===== src/rtl/fetch_unit.sv =====
// -----------------------------------------------------------------------------
// fetch_unit
//
// Instruction-fetch stage. Owns the program counter, presents a word index to
// the instruction memory, captures the returned word and hands it to decode
// through a 2-entry FIFO with a valid/ready handshake. Handles redirects
// (branch/jump) by flushing the FIFO, and halts on a faulting fetch until the
// next redirect.
//
// Ports:
//   SYS_clk         rising-edge clock
//   SYS_reset       asynchronous active-low reset
//   imem_addr       word index into instruction memory ({2'b00, pc[31:2]})
//   imem_data       instruction word for imem_addr (combinational from memory)
//   redirect_valid  taken branch/jump: load redirect_pc and flush the FIFO
//   redirect_pc     byte-address redirect target
//   id_valid        FIFO head valid toward decode
//   id_ready        decode accepts the head this cycle
//   id_instr        head instruction (NOP_INSTR when empty)
//   id_pc           head byte PC (last popped PC, or RESET_PC, when empty)
//   id_pc_plus4     id_pc + 4, modulo 2^32
//   id_fault        head entry came from a faulting fetch
// -----------------------------------------------------------------------------
module fetch_unit #(
  parameter logic [31:0] RESET_PC   = 32'h0000_0000,
  parameter int unsigned IMEM_WORDS = 1001,
  parameter logic [31:0] NOP_INSTR  = 32'h0000_0013
) (
  input  logic        SYS_clk,
  input  logic        SYS_reset,
  output logic [31:0] imem_addr,
  input  logic [31:0] imem_data,
  input  logic        redirect_valid,
  input  logic [31:0] redirect_pc,
  output logic        id_valid,
  input  logic        id_ready,
  output logic [31:0] id_instr,
  output logic [31:0] id_pc,
  output logic [31:0] id_pc_plus4,
  output logic        id_fault
);

  typedef enum logic [0:0] {StRun, StHalt} state_e;

  state_e      state_q, state_d;
  logic [31:0] pc_q, pc_d;
  logic [1:0]  count_q, count_d;
  logic [31:0] last_pc_q, last_pc_d;

  // FIFO storage: slot "hd" is always the head, slot "tl" the second entry.
  logic [31:0] hd_pc_q, hd_pc_d;
  logic [31:0] hd_instr_q, hd_instr_d;
  logic        hd_fault_q, hd_fault_d;
  logic [31:0] tl_pc_q, tl_pc_d;
  logic [31:0] tl_instr_q, tl_instr_d;
  logic        tl_fault_q, tl_fault_d;

  logic        fetch_fault;
  logic        pop;
  logic        space;
  logic        push;
  logic [1:0]  remain;
  logic [31:0] new_instr;

  // ---------------------------------------------------------------------------
  // Fetch-side decode
  // ---------------------------------------------------------------------------
  assign imem_addr = {2'b00, pc_q[31:2]};

  // Misaligned or beyond the end of memory. Comparing the word index rather
  // than pc+4 means the check fires before any wrap of the PC matters.
  assign fetch_fault = (pc_q[1:0] != 2'b00) || ({2'b00, pc_q[31:2]} >= IMEM_WORDS);

  assign new_instr = fetch_fault ? NOP_INSTR : imem_data;

  assign pop   = (count_q != 2'd0) && id_ready;
  assign space = (count_q < 2'd2) || pop;

  // ---------------------------------------------------------------------------
  // FSM: state register
  // ---------------------------------------------------------------------------
  always_ff @(posedge SYS_clk or negedge SYS_reset) begin
    if (!SYS_reset) begin
      state_q <= StRun;
    end else begin
      state_q <= state_d;
    end
  end

  // ---------------------------------------------------------------------------
  // FSM: next state
  // ---------------------------------------------------------------------------
  always_comb begin
    state_d = state_q;
    unique case (state_q)
      StRun: begin
        if (redirect_valid) begin
          state_d = StRun;
        end else if (push && fetch_fault) begin
          state_d = StHalt;
        end
      end
      StHalt: begin
        if (redirect_valid) begin
          state_d = StRun;
        end
      end
      default: state_d = StRun;
    endcase
  end

  // ---------------------------------------------------------------------------
  // FSM: outputs (fetch enable)
  // ---------------------------------------------------------------------------
  always_comb begin
    push = 1'b0;
    unique case (state_q)
      StRun:   push = !redirect_valid && space;
      StHalt:  push = 1'b0;
      default: push = 1'b0;
    endcase
  end

  // ---------------------------------------------------------------------------
  // PC and FIFO next state
  // ---------------------------------------------------------------------------
  assign remain = count_q - {1'b0, pop};

  always_comb begin
    pc_d       = pc_q;
    count_d    = count_q;
    last_pc_d  = last_pc_q;
    hd_pc_d    = hd_pc_q;
    hd_instr_d = hd_instr_q;
    hd_fault_d = hd_fault_q;
    tl_pc_d    = tl_pc_q;
    tl_instr_d = tl_instr_q;
    tl_fault_d = tl_fault_q;

    // A pop in a redirect cycle still completes the handshake.
    if (pop) begin
      last_pc_d = hd_pc_q;
    end

    if (redirect_valid) begin
      // Slot contents are left as-is; count == 0 masks them.
      count_d = 2'd0;
      pc_d    = redirect_pc;
    end else begin
      if (pop) begin
        hd_pc_d    = tl_pc_q;
        hd_instr_d = tl_instr_q;
        hd_fault_d = tl_fault_q;
      end
      count_d = remain;
      if (push) begin
        if (remain == 2'd0) begin
          hd_pc_d    = pc_q;
          hd_instr_d = new_instr;
          hd_fault_d = fetch_fault;
        end else begin
          tl_pc_d    = pc_q;
          tl_instr_d = new_instr;
          tl_fault_d = fetch_fault;
        end
        count_d = remain + 2'd1;
        // A faulting fetch leaves the PC on the faulting address.
        if (!fetch_fault) begin
          pc_d = pc_q + 32'd4;
        end
      end
    end
  end

  always_ff @(posedge SYS_clk or negedge SYS_reset) begin
    if (!SYS_reset) begin
      pc_q       <= RESET_PC;
      count_q    <= 2'd0;
      last_pc_q  <= RESET_PC;
      hd_pc_q    <= RESET_PC;
      hd_instr_q <= NOP_INSTR;
      hd_fault_q <= 1'b0;
      tl_pc_q    <= RESET_PC;
      tl_instr_q <= NOP_INSTR;
      tl_fault_q <= 1'b0;
    end else begin
      pc_q       <= pc_d;
      count_q    <= count_d;
      last_pc_q  <= last_pc_d;
      hd_pc_q    <= hd_pc_d;
      hd_instr_q <= hd_instr_d;
      hd_fault_q <= hd_fault_d;
      tl_pc_q    <= tl_pc_d;
      tl_instr_q <= tl_instr_d;
      tl_fault_q <= tl_fault_d;
    end
  end

  // ---------------------------------------------------------------------------
  // Decode-side outputs, all derived from registered state
  // ---------------------------------------------------------------------------
  always_comb begin
    id_valid    = (count_q != 2'd0);
    id_instr    = id_valid ? hd_instr_q : NOP_INSTR;
    id_pc       = id_valid ? hd_pc_q : last_pc_q;
    id_fault    = id_valid && hd_fault_q;
    id_pc_plus4 = id_pc + 32'd4;
  end

endmodule

===== config.mk =====
export PLATFORM = sky130hd
export DESIGN_NAME = fetch_unit
export DESIGN_NICKNAME = d
export VERILOG_FILES = /design/src/rtl/fetch_unit.sv
export SDC_FILE = /design/constraint.sdc
export NUM_CORES = 1
export LEC_CHECK = 0
export CAP_MARGIN = 40
export CORE_MARGIN = 4
export CORE_UTILIZATION = 56
export DETAILED_ROUTE_END_ITERATION = 12
export MAX_ROUTING_LAYER = met4
export PLACE_DENSITY = 0.86
export SLEW_MARGIN = 20
export SYNTH_ARGS = -nofsm -noshare
export SYNTH_HDL_FRONTEND = slang
export SYNTH_SLANG_ARGS = --single-unit

===== constraint.sdc =====
create_clock -name SYS_clk -period 12.3 [get_ports SYS_clk]
set_clock_uncertainty 0.2 [all_clocks]
set_input_delay 3.69 -clock SYS_clk [delete_from_list [all_inputs] [get_ports SYS_clk]]
set_output_delay 3.69 -clock SYS_clk [all_outputs]
set_load 0.02 [all_outputs]

==> images/met3.png <==
Scale: 2 px per um.
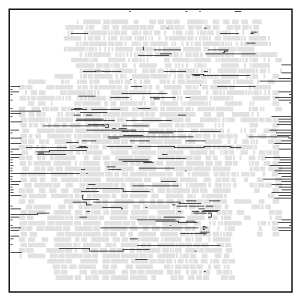
longest straight run: 49.2 um
main direction: horizontal
nets with wire on the layer: 159
routing usage on met3: 4.31%
via total after detailed routing: 7954
wirelength, routed: 26.0 mm

==> images/final_congestion.png <==
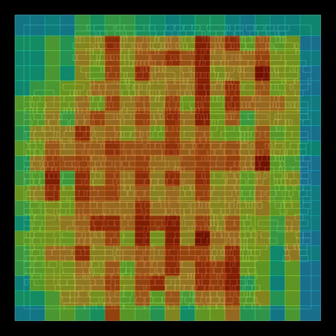
global-route layer with the greatest usage: met2
WL per Instance: 19.6 um
met1 track utilization from global routing: 36.4%
gr usage total: 26.9%
met2 usage in global routing: 42.1%

==> summary.rpt <==
=== SYNTHESIS / PLACE & ROUTE SUMMARY ===
----------------------------------------------------
[Floorplan]
  Die height ........................ about 140 um
  Total number of tap cells ........................ 225
  Width of the chip ........................ 141 um
  Area of the core ........................ 0.0172 mm2
  FP Rows ........................ ~48
  Effective utilization at floorplan ........................ between 50 and 60%
  Top-level port count ........................ 198

[Hold path]
  Cell count of the worst hold path ........................ 2
  Endpoint of the worst hold-timing path ........................ tl_instr_q[4]$_DFFE_PN1P_
  HP Start ........................ tl_instr_q[4]$_DFFE_PN1P_
  Worst Hold Class ........................ flip-flop to flip-flop

[Clock tree]
  Master cell of the clock root buffer ........................ clkbuf_16
  Number of clock sinks ........................ between 150 and 200
  Register clock-pin slew on the reported worst setup and hold paths ........................ 0.07 ns
  Number of buffers added by the clock tree synthesis step ........................ 17
  Deepest level of the CTS H-tree ........................ 4
  Post-CTS resize count ........................ 0
  Longest Clk Path Bufs ........................ 2
  Clock tree from TritonCTS ........................ built
  Post-cts hold buffer count ........................ 0
  Late-Pin Clk Latency ........................ 0.44 ns
  Number of setup buffers added after CTS ........................ 0

[Synth]
  Top area contributor share ........................ 48.5%
  Post-synth top cells ........................ dfrtp_1 (191), nand2_1 (127), mux2_2 (90)
  Synth Area in Simple Gates ........................ a little over an eighth
  Dominant combinational cell family by area after synthesis ........................ AND-OR/OR-AND gates
  Post-synthesis mux area share ........................ a little under an eighth
  XOR-XNOR Cells, Area Fraction ........................ 2.58%
  Unique masters post-synth ........................ 55
  Yosys stat chip area ........................ around 0.0098 mm2
  Async set or reset register ratio after synthesis ........................ 100%
  Number of enable-type register cells in the synthesized netlist ........................ 0
  Seq share, synth ........................ about half
  Leading post-synthesis cells by cell area ........................ dfrtp_1 (49%), mux2_2 (10%), nand2_1 (4.8%), a22oi_1 (3.0%), o2bb2ai_1 (2.9%)
  Warning count from the yosys run ........................ 0
  Complex-gate fraction of the synthesized area ........................ between 10% and 20%
  Register bit total from synthesis ........................ 197
  Cell type with the largest total area ........................ dfrtp_1
  Number of cells in the yosys synthesis report ........................ 955
  Number of instances in the synthesized netlist ........................ roughly 960
  Most common flop cell mapped by yosys ........................ dfrtp_1
  Mapped Avg Cell Area ........................ 10.3 um2
  Most common cell in the netlist ........................ dfrtp_1

[Routing]
  Met3 layer wire length in the routed design ........................ between 1.5 and 2 mm
  Met2 Routed Length ........................ 12.8 mm
  Met1 wire length ........................ 11.1 mm
  Post-DR vias/cell ........................ approximately 6
  Count of unresolved DRC violations after routing ........................ 0
  Violation count after the first detailed-routing iteration ........................ 701
  Detailed Routing Iterations Pass 1 ........................ 6

[Place]
  Estimated wirelength of the detail-placed design ........................ about 17 mm
  IO buf count ........................ roughly 200
  Routability-driven placement congestion ratio ........................ 0.872
  Post-Place Setup Slack ........................ 4.28 ns
  # placed instances ........................ about 1300
  Post-placement cell area ........................ 0.0118 mm2

[Power]
  Portion of total power attributed to combinational logic ........................ 48.4%
  Power in combinational cells ........................ 1.55 mW
  Clk network pwr share ........................ 18.4%
  Pwr Total ........................ 3.20 mW
  Power in the clock group ........................ 0.589 mW
  PD cells ........................ 257 mW/mm2
  Net switching share of the total power ........................ 39.7%
  Standby leakage power ........................ 5.35 nW
  Total sequential power ........................ 1.06 mW
  Top power group ........................ combinational cells

[Final timing]
  Unrepaired setup endpoints after global routing ........................ false
  Transition time at the pin with the least slew margin ........................ approximately 0.86 ns
  Total negative slack for setup checks ........................ 0 ns
  Worst hold-check slack ........................ 0.280 ns
  Normalized max-slew margin ........................ 42.6%
  Fmax ........................ 121 MHz
  Total count of max-transition violations in the final report ........................ 0
  Fin crit share ........................ roughly 67%
  Setup WS post-layout ........................ 4.04 ns

[Cells and area]
  Largest cell class ........................ sequential cells
  Core Util, Final ........................ 72.3%
  Comb. cell area ........................ 0.00430 mm2
  Comb area share ........................ ~35%
  Most frequent logic cell in the layout ........................ clkdlybuf4s50_1
  NonClk Buf Share ........................ between 10% and 20%
  Seq area share ........................ between 30% and 40%
  Number of cells in the finished layout apart from fillers ........................ 1327
  Multi-input gates ........................ 618
  Share of final layout cell area taken by clock buffers and inverters ........................ about 5.0%
  Number of diodes ........................ 0
  Count of plain and timing-repair buffers in the layout ........................ 211
  Flop count ........................ ~200
  Top library cells by usage in the layout, fill and taps aside ........................ clkdlybuf4s50_1 (193), dfrtp_1 (191), nand2_1 (126)
  # clk buffers ........................ 18
  Number of non-clock inverters ........................ around 44

[GRT]
  Overflow left after global routing ........................ 0
  First-pass GRT wire length ........................ 41.7 mm
  Antenna violations before repair ........................ 0
  Maximum number of pins on one net before global-route repair ........................ 79
  Via count of the first global-routing pass ........................ 7863

[Setup path]
  Worst reg2reg path depth ........................ 14
  Critical-path top delay cell ........................ dfrtp_1
  Crit Path Category ........................ flip-flop to primary output
  Delay of the slowest cell on the worst path ........................ 0.91 ns
  CP startpoint ........................ count_q[0]$_DFF_PN0_
  Capture point of the critical path ........................ id_pc_plus4[20]
  R2r endpoint ........................ hd_instr_q[15]$_DFFE_PN0N_
  Startpoint kind of the worst setup timing path ........................ flip-flop
  R2r setup slk ........................ about 7.8 ns
  Largest fanout on the critical path ........................ 33
  Worst setup EP type ........................ primary output
  Worst-path cell chain ........................ nor2_4 -> inv_1 -> buf_6 -> nand2_1 -> nand2_1 -> ha_1 -> a21boi_0 -> nand4_1 -> nor3_1 -> xor2_1 -> clkdlybuf4s50_1
  Data arrival time of the worst path ........................ 4.37 ns
  CP bufs+invs ........................ 3
  Cell count along the critical path ........................ 11
  Worst path top cell family by delay ........................ buffers and inverters

[Status]
  Status ........................ finished, final reports clean

[Run]
  Number of maximum-capacitance violations ........................ 0

----------------------------------------------------
==> images/wire_density.png <==
Scale: 3 px per um. The die is cut into 28 by 28 equal tiles; dark purple is low, yellow is high, scaled to the fullest tile. Values are wire area over tile area, all layers added.
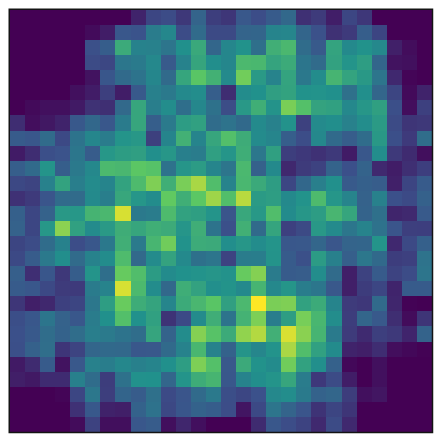
nearly empty tiles: 11%
densest ninth of the die: center
fullest tile: 0.61
mean over tiles: 0.21

Power figures rest on the tool's default switching activity, not on a simulated workload.
